### config.mk
export PLATFORM = sky130hd
export DESIGN_NAME = usart_rx
export DESIGN_NICKNAME = d
export VERILOG_FILES = /design/src/rtl/usart_rx.sv
export SDC_FILE = /design/constraint.sdc
export NUM_CORES = 1
export LEC_CHECK = 0
export CAP_MARGIN = 10
export CORE_MARGIN = 2
export CORE_UTILIZATION = 45
export CTS_CLUSTER_DIAMETER = 200
export DETAILED_ROUTE_END_ITERATION = 8
export GPL_TIMING_DRIVEN = 0
export PLACE_DENSITY = 0.67
export RECOVER_POWER = 100
export SLEW_MARGIN = 40
export SYNTH_ARGS = -nofsm -noshare
export SYNTH_HDL_FRONTEND = slang
export SYNTH_SLANG_ARGS = --single-unit
### constraint.sdc
create_clock -name clk -period 3.05 [get_ports clk]
set_input_delay 0.915 -clock clk [delete_from_list [all_inputs] [get_ports clk]]
set_output_delay 0.915 -clock clk [all_outputs]
set_load 0.005 [all_outputs]
### src/rtl/usart_rx.sv
`timescale 1ns/1ps
// usart_rx: receives start, DATA_LENGTH data bits (LSB first), parity and stop, then offers the word on valid/ready.
// Optional stop-bit check with a framing_error output is built when USART_RX_FRAMING_CHECK_EN is defined.
module usart_rx #(
  parameter int DATA_LENGTH  = 48,
  parameter int CLKS_PER_BIT = 16,
  parameter int PARITY_ODD   = 0
) (
  input  logic                   clk,
  input  logic                   reset,
  input  logic                   sig,
  output logic [DATA_LENGTH-1:0] data,
  output logic                   valid,
  input  logic                   ready,
  output logic                   parity_error,
  output logic                   overrun
`ifdef USART_RX_FRAMING_CHECK_EN
  ,
  output logic                   framing_error
`endif
);

  localparam int BAUD_W = $clog2(CLKS_PER_BIT);
  localparam int IDX_W  = $clog2(DATA_LENGTH);
  localparam logic [BAUD_W-1:0] BAUD_HALF = BAUD_W'(CLKS_PER_BIT / 2 - 1);
  localparam logic [BAUD_W-1:0] BAUD_FULL = BAUD_W'(CLKS_PER_BIT - 1);
  localparam logic [IDX_W-1:0]  IDX_LAST  = IDX_W'(DATA_LENGTH - 1);

  typedef enum logic [2:0] {IDLE, START, DATA, PARITY, STOP} state_t;

  state_t                 state;
  logic                   sig_m;
  logic                   sig_s;
  logic                   sig_prev;
  logic [BAUD_W-1:0]      baud_cnt;
  logic [IDX_W-1:0]       bit_idx;
  logic [DATA_LENGTH-1:0] shift_reg;
  logic                   parity_bit;
  logic                   bit_centre;
  logic                   frame_done;
  logic                   frame_keep;
  logic                   frame_parity_error;

  assign bit_centre         = (baud_cnt == BAUD_FULL);
  assign frame_done         = (state == STOP) && bit_centre;
  assign frame_parity_error = ((^shift_reg) ^ parity_bit) != PARITY_ODD[0];

`ifdef USART_RX_FRAMING_CHECK_EN
  assign frame_keep = sig_s;
`else
  assign frame_keep = 1'b1;
`endif

  // Two-flop synchronizer; flops idle high so reset never fakes a start edge.
  always_ff @(posedge clk) begin
    if (reset) begin
      sig_m    <= 1'b1;
      sig_s    <= 1'b1;
      sig_prev <= 1'b1;
    end else begin
      sig_m    <= sig;
      sig_s    <= sig_m;
      sig_prev <= sig_s;
    end
  end

  // Handshake: a word is transferred on every cycle with valid && ready. While valid is
  // high, data and parity_error stay stable. A frame completing while valid && !ready
  // is dropped and flagged by a one-cycle overrun pulse; one completing in the same
  // cycle as a transfer replaces the word and keeps valid high.
  always_ff @(posedge clk) begin
    if (reset) begin
      state        <= IDLE;
      baud_cnt     <= '0;
      bit_idx      <= '0;
      shift_reg    <= '0;
      parity_bit   <= 1'b0;
      data         <= '0;
      valid        <= 1'b0;
      parity_error <= 1'b0;
      overrun      <= 1'b0;
`ifdef USART_RX_FRAMING_CHECK_EN
      framing_error <= 1'b0;
`endif
    end else begin
      overrun <= 1'b0;
`ifdef USART_RX_FRAMING_CHECK_EN
      framing_error <= 1'b0;
`endif
      if (valid && ready) begin
        valid <= 1'b0;
      end

      case (state)
        IDLE: begin
          if (sig_prev && !sig_s) begin
            state    <= START;
            baud_cnt <= '0;
          end
        end
        START: begin
          if (baud_cnt == BAUD_HALF) begin
            baud_cnt <= '0;
            bit_idx  <= '0;
            state    <= sig_s ? IDLE : DATA;
          end else begin
            baud_cnt <= baud_cnt + 1'b1;
          end
        end
        DATA: begin
          if (bit_centre) begin
            baud_cnt  <= '0;
            shift_reg <= {sig_s, shift_reg[DATA_LENGTH-1:1]};
            if (bit_idx == IDX_LAST) begin
              bit_idx <= '0;
              state   <= PARITY;
            end else begin
              bit_idx <= bit_idx + 1'b1;
            end
          end else begin
            baud_cnt <= baud_cnt + 1'b1;
          end
        end
        PARITY: begin
          if (bit_centre) begin
            baud_cnt   <= '0;
            parity_bit <= sig_s;
            state      <= STOP;
          end else begin
            baud_cnt <= baud_cnt + 1'b1;
          end
        end
        STOP: begin
          if (bit_centre) begin
            baud_cnt <= '0;
            state    <= IDLE;
          end else begin
            baud_cnt <= baud_cnt + 1'b1;
          end
        end
        default: state <= IDLE;
      endcase

      if (frame_done) begin
        if (frame_keep) begin
          if (!valid || ready) begin
            data         <= shift_reg;
            parity_error <= frame_parity_error;
            valid        <= 1'b1;
          end else begin
            overrun <= 1'b1;
          end
        end
`ifdef USART_RX_FRAMING_CHECK_EN
        else begin
          framing_error <= 1'b1;
        end
`endif
      end
    end
  end

endmodule

run_1/cell_classes.png
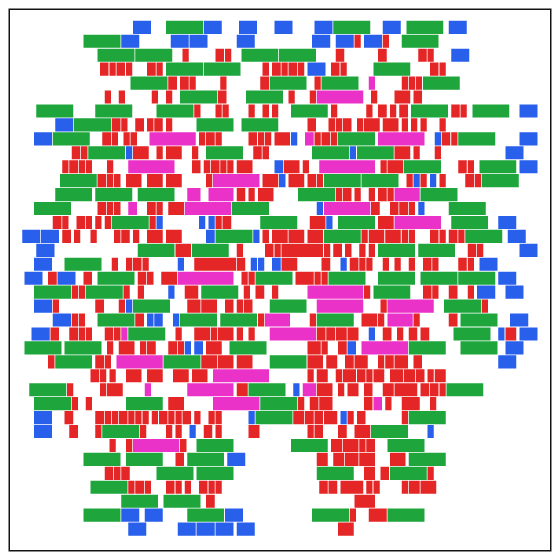
color	class	cells	share of their area
red	all other logic	419	37%
blue	other buffers and delay cells	89	12%
magenta	clock drivers and dummy loads	32	11%
green	flip-flops	116	40%
fraction of area in registers: 39.17%
final core occ: 58.47%
core box area: 10140 sq um
final instance area: 5928 sq um
cell row count: 37

run_1/drive_strength.png
The bar under the picture is 20 um long.
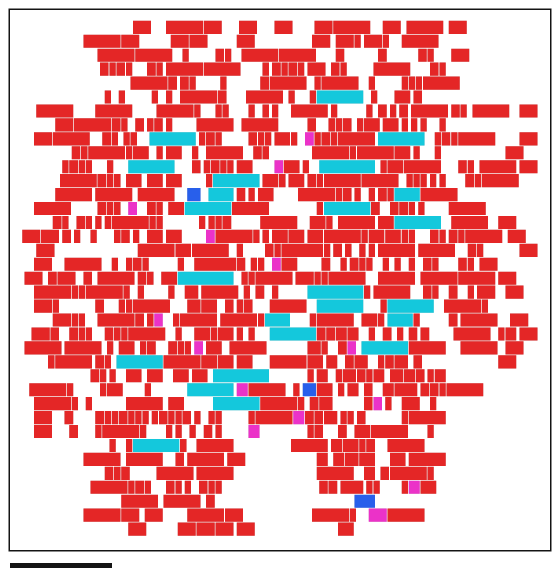
color	size	cells
red	drive 1 or less	615
blue	drive 3 to 4	3
cyan	drive 6 and up	24
magenta	drive 2	14
Area Overhead vs Synth: 28.16%
bufs w/o clock: 89
Final WS setup: 584.3 ps

run_1/clock_map.png
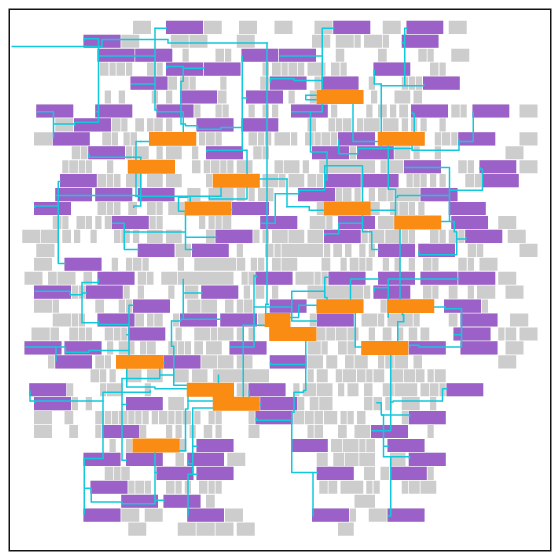
[purple] flip-flops | count: 116
[cyan] clock wires | length: 1450 um
[orange] cells driving clock nets | count: 17
routed clock nets	18

## run 1: logic make-up (layout without fill, tap and decap cells)
group                    after synthesis  in the layout  share of synthesized area (%)
AND/OR/NAND/NOR                      244            244                          21.83
AND-OR/OR-AND                        118            118                          13.55
flip-flops                           116            116                          50.20
XOR/XNOR                              50             50                          10.06
buffers and inverters                 39            124                          3.381
adder cells (fa/ha/maj)                2              2                         0.5409
multiplexers                           2              2                         0.4328
## run 1: metrics by stage
step           utilization [%]  hold slack [ps]  setup slack [ps]  instances  area [sq um]
3_3_place_gp             52.54            396.5             382.2        760          5326
4_1_cts                  58.62            418.7             736.3        792          5943
6_report                 58.47            432.5             584.3        792          5928
3_5_place_dp             52.54            405.5             367.6        760          5326
2_1_floorplan                -            389.5              1212        571          4626
5_1_grt                  58.47            447.0             399.7        792          5928
==> impl_metrics.ini, run 1 <==
; implementation run metrics
[status]
outcome = completed

[route]
drt-met1-wl_mm = 4.741

[pwr]
netSwitchingFraction_pct = 19.37
p_leak_nw = 2.131

[layout]
final_common_cell = nand2_1
nFlopsAndLatches = 116
clk_share_pct = 10.41

[critical_path]
cp.required_ps = 3470
cp_top_family = buffers and inverters
end_kind = flop
path_cells = dlygate4sd3_1, nand2b_1, nor2b_1, clkbuf_1, buf_2, nand2_1, a21oi_1
critPathSlowestCell = dlygate4sd3_1

[grt]
grt-busiest-layer = met2

[job]
warnings = 26

[cts]
cts.sinks = 116
tritoncts = built

[yosys]
synth_flops = 116
ys_types = 38
ys_cells = 571

[sta]
max_slew_margin_pct = 39.53

[floorplanning]
ios = 55
die_y_um = 105.4
run_1/final_clocks.png
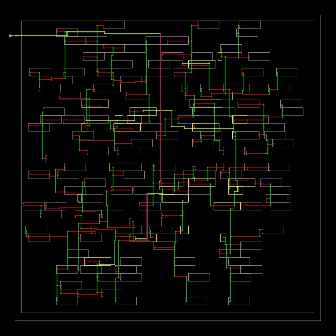

==> inputs of run 2 (changes only) <==
- clock period: 3.05 -> 2.45 ns (I/O delays scaled with it)
run_2/final_clocks.png
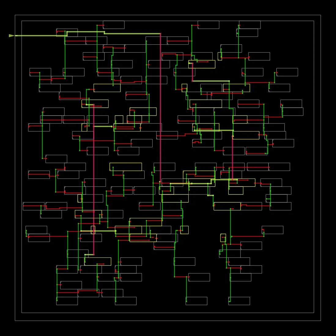
Power Clock: 0.00256 W
Late-Pin Clk Latency: 510 ps
num sequential: 116
Final Skew: 9.004 ps

run_2/clock_map.png
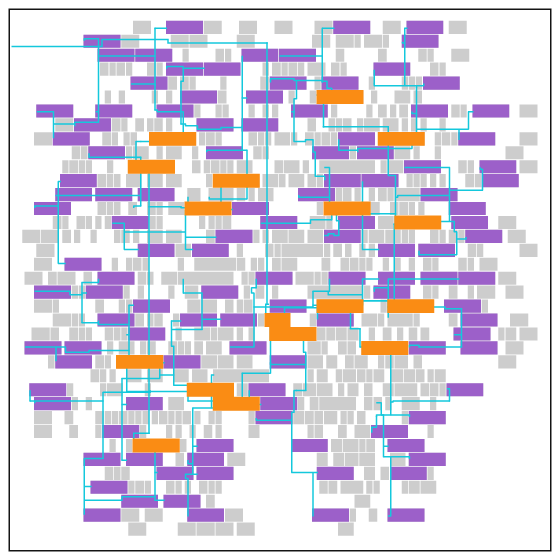
[cyan] clock wires | length: 1430 um
[purple] flip-flops | count: 116
[orange] cells driving clock nets | count: 17
routed clock nets	18
clock power share: 56.7%

==> run 2 against run 1 <==
Against the previous run: register-to-register slack got worse by 430 ps; first-iteration DRC count rose by 8.4%; power increased by 25%; sequential share of layout area is essentially flat; final cell count is the same; design area is 0.13% higher; via count barely moved; critical endpoint is now shift_reg[33]$_SDFFE_PP0P_.
==> impl_metrics.ini, run 2 <==
; implementation run metrics
[yosys]
syn-cell-area_sq_um = 4626
flop_cell = dfxtp_1
synth_flops = 116
ys_cells = 571

[sta]
max_slew_margin_pct = 52.89
layout_setup_ws_ps = 222.2
whs_ps = 434.8
setup_viol = 0

[critical_path]
reg2reg_depth = 8
path_cells = buf_2, inv_1, nor3_1, nand2_1, clkbuf_1, clkbuf_1, nand2_1, a21oi_1
end_kind = flop
cp.required_ps = 2820
critPathSlowestCell = nor3_1

[grt]
first_global_vias = 3793
grt_max_degree = 17
grt_pass1_wl_mm = 17.44

[pwr]
p_leak_nw = 2.137
netSwitchingFraction_pct = 19.39
switchingPower_w = 0.0008736

[placement]
place_ws_ps = -52.38
dpl.hpwl_mm = 7.059
placed_cells = 760

[floorplanning]
fp-row-count = 37
ios = 55
placeableCoreArea_sq_um = 10140
die_y_um = 105.4

[layout]
area_delta_synth_final_pct = 28.32
final_common_cell = nand2_1
sh_seq_area_pct = 39.12
utilization_pct = 58.55
final_cell_area_sq_um = 5936
clk_share_pct = 10.39
final_cells = 792
buffers = 89

[route]
vias_per_cell = 4.972
wirelength_mm = 10.11

[cts]
cts.sinks = 116
cts_hold_buf = 0

[status]
outcome = completed
run_2/drive_strength.png
The bar under the picture is 20 um long.
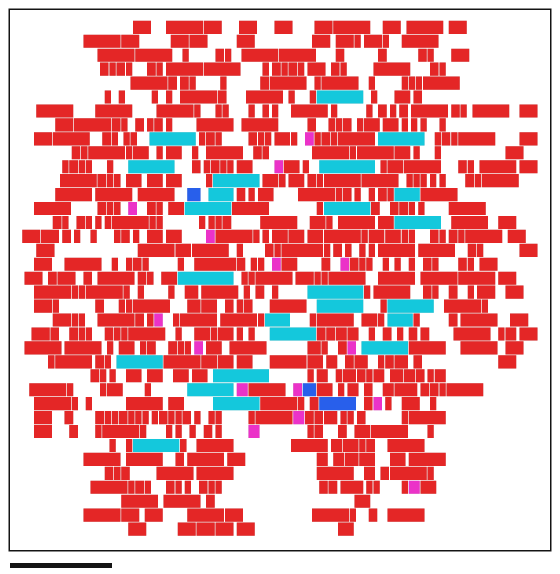
color	size	cells
blue	drive 3 to 4	3
cyan	drive 6 and up	24
magenta	drive 2	15
red	drive 1 or less	614

[run 2: cell counts after synthesis]
No cell type changed its count.
[run 2: cells by family after synthesis]
kind of cell	share of synthesized area, %
AND-OR/OR-AND	13.55
XOR/XNOR	10.06
adder cells (fa/ha/maj)	0.5409
buffers and inverters	3.381
flip-flops	50.20
multiplexers	0.4328
AND/OR/NAND/NOR	21.83
[run 2: critical path, delay by kind of cell, from the launching register on]
kind	cells	cell delay (ps)
and+or+nand+nor	3	820
DFF	1	320
AOI/OAI and AO/OA	1	80
buffers and inverters	4	870
[run 2: routing by layer]
metal,track usage [%],share of wire (%),up-vias
met5,0,0,-
met4,6.857,1.4,0
met3,4.700,4.6,14
met2,31.11,47,101
met1,24.94,47,1813
li1,-,-,2010
Power is estimated from default activity; no workload was simulated.
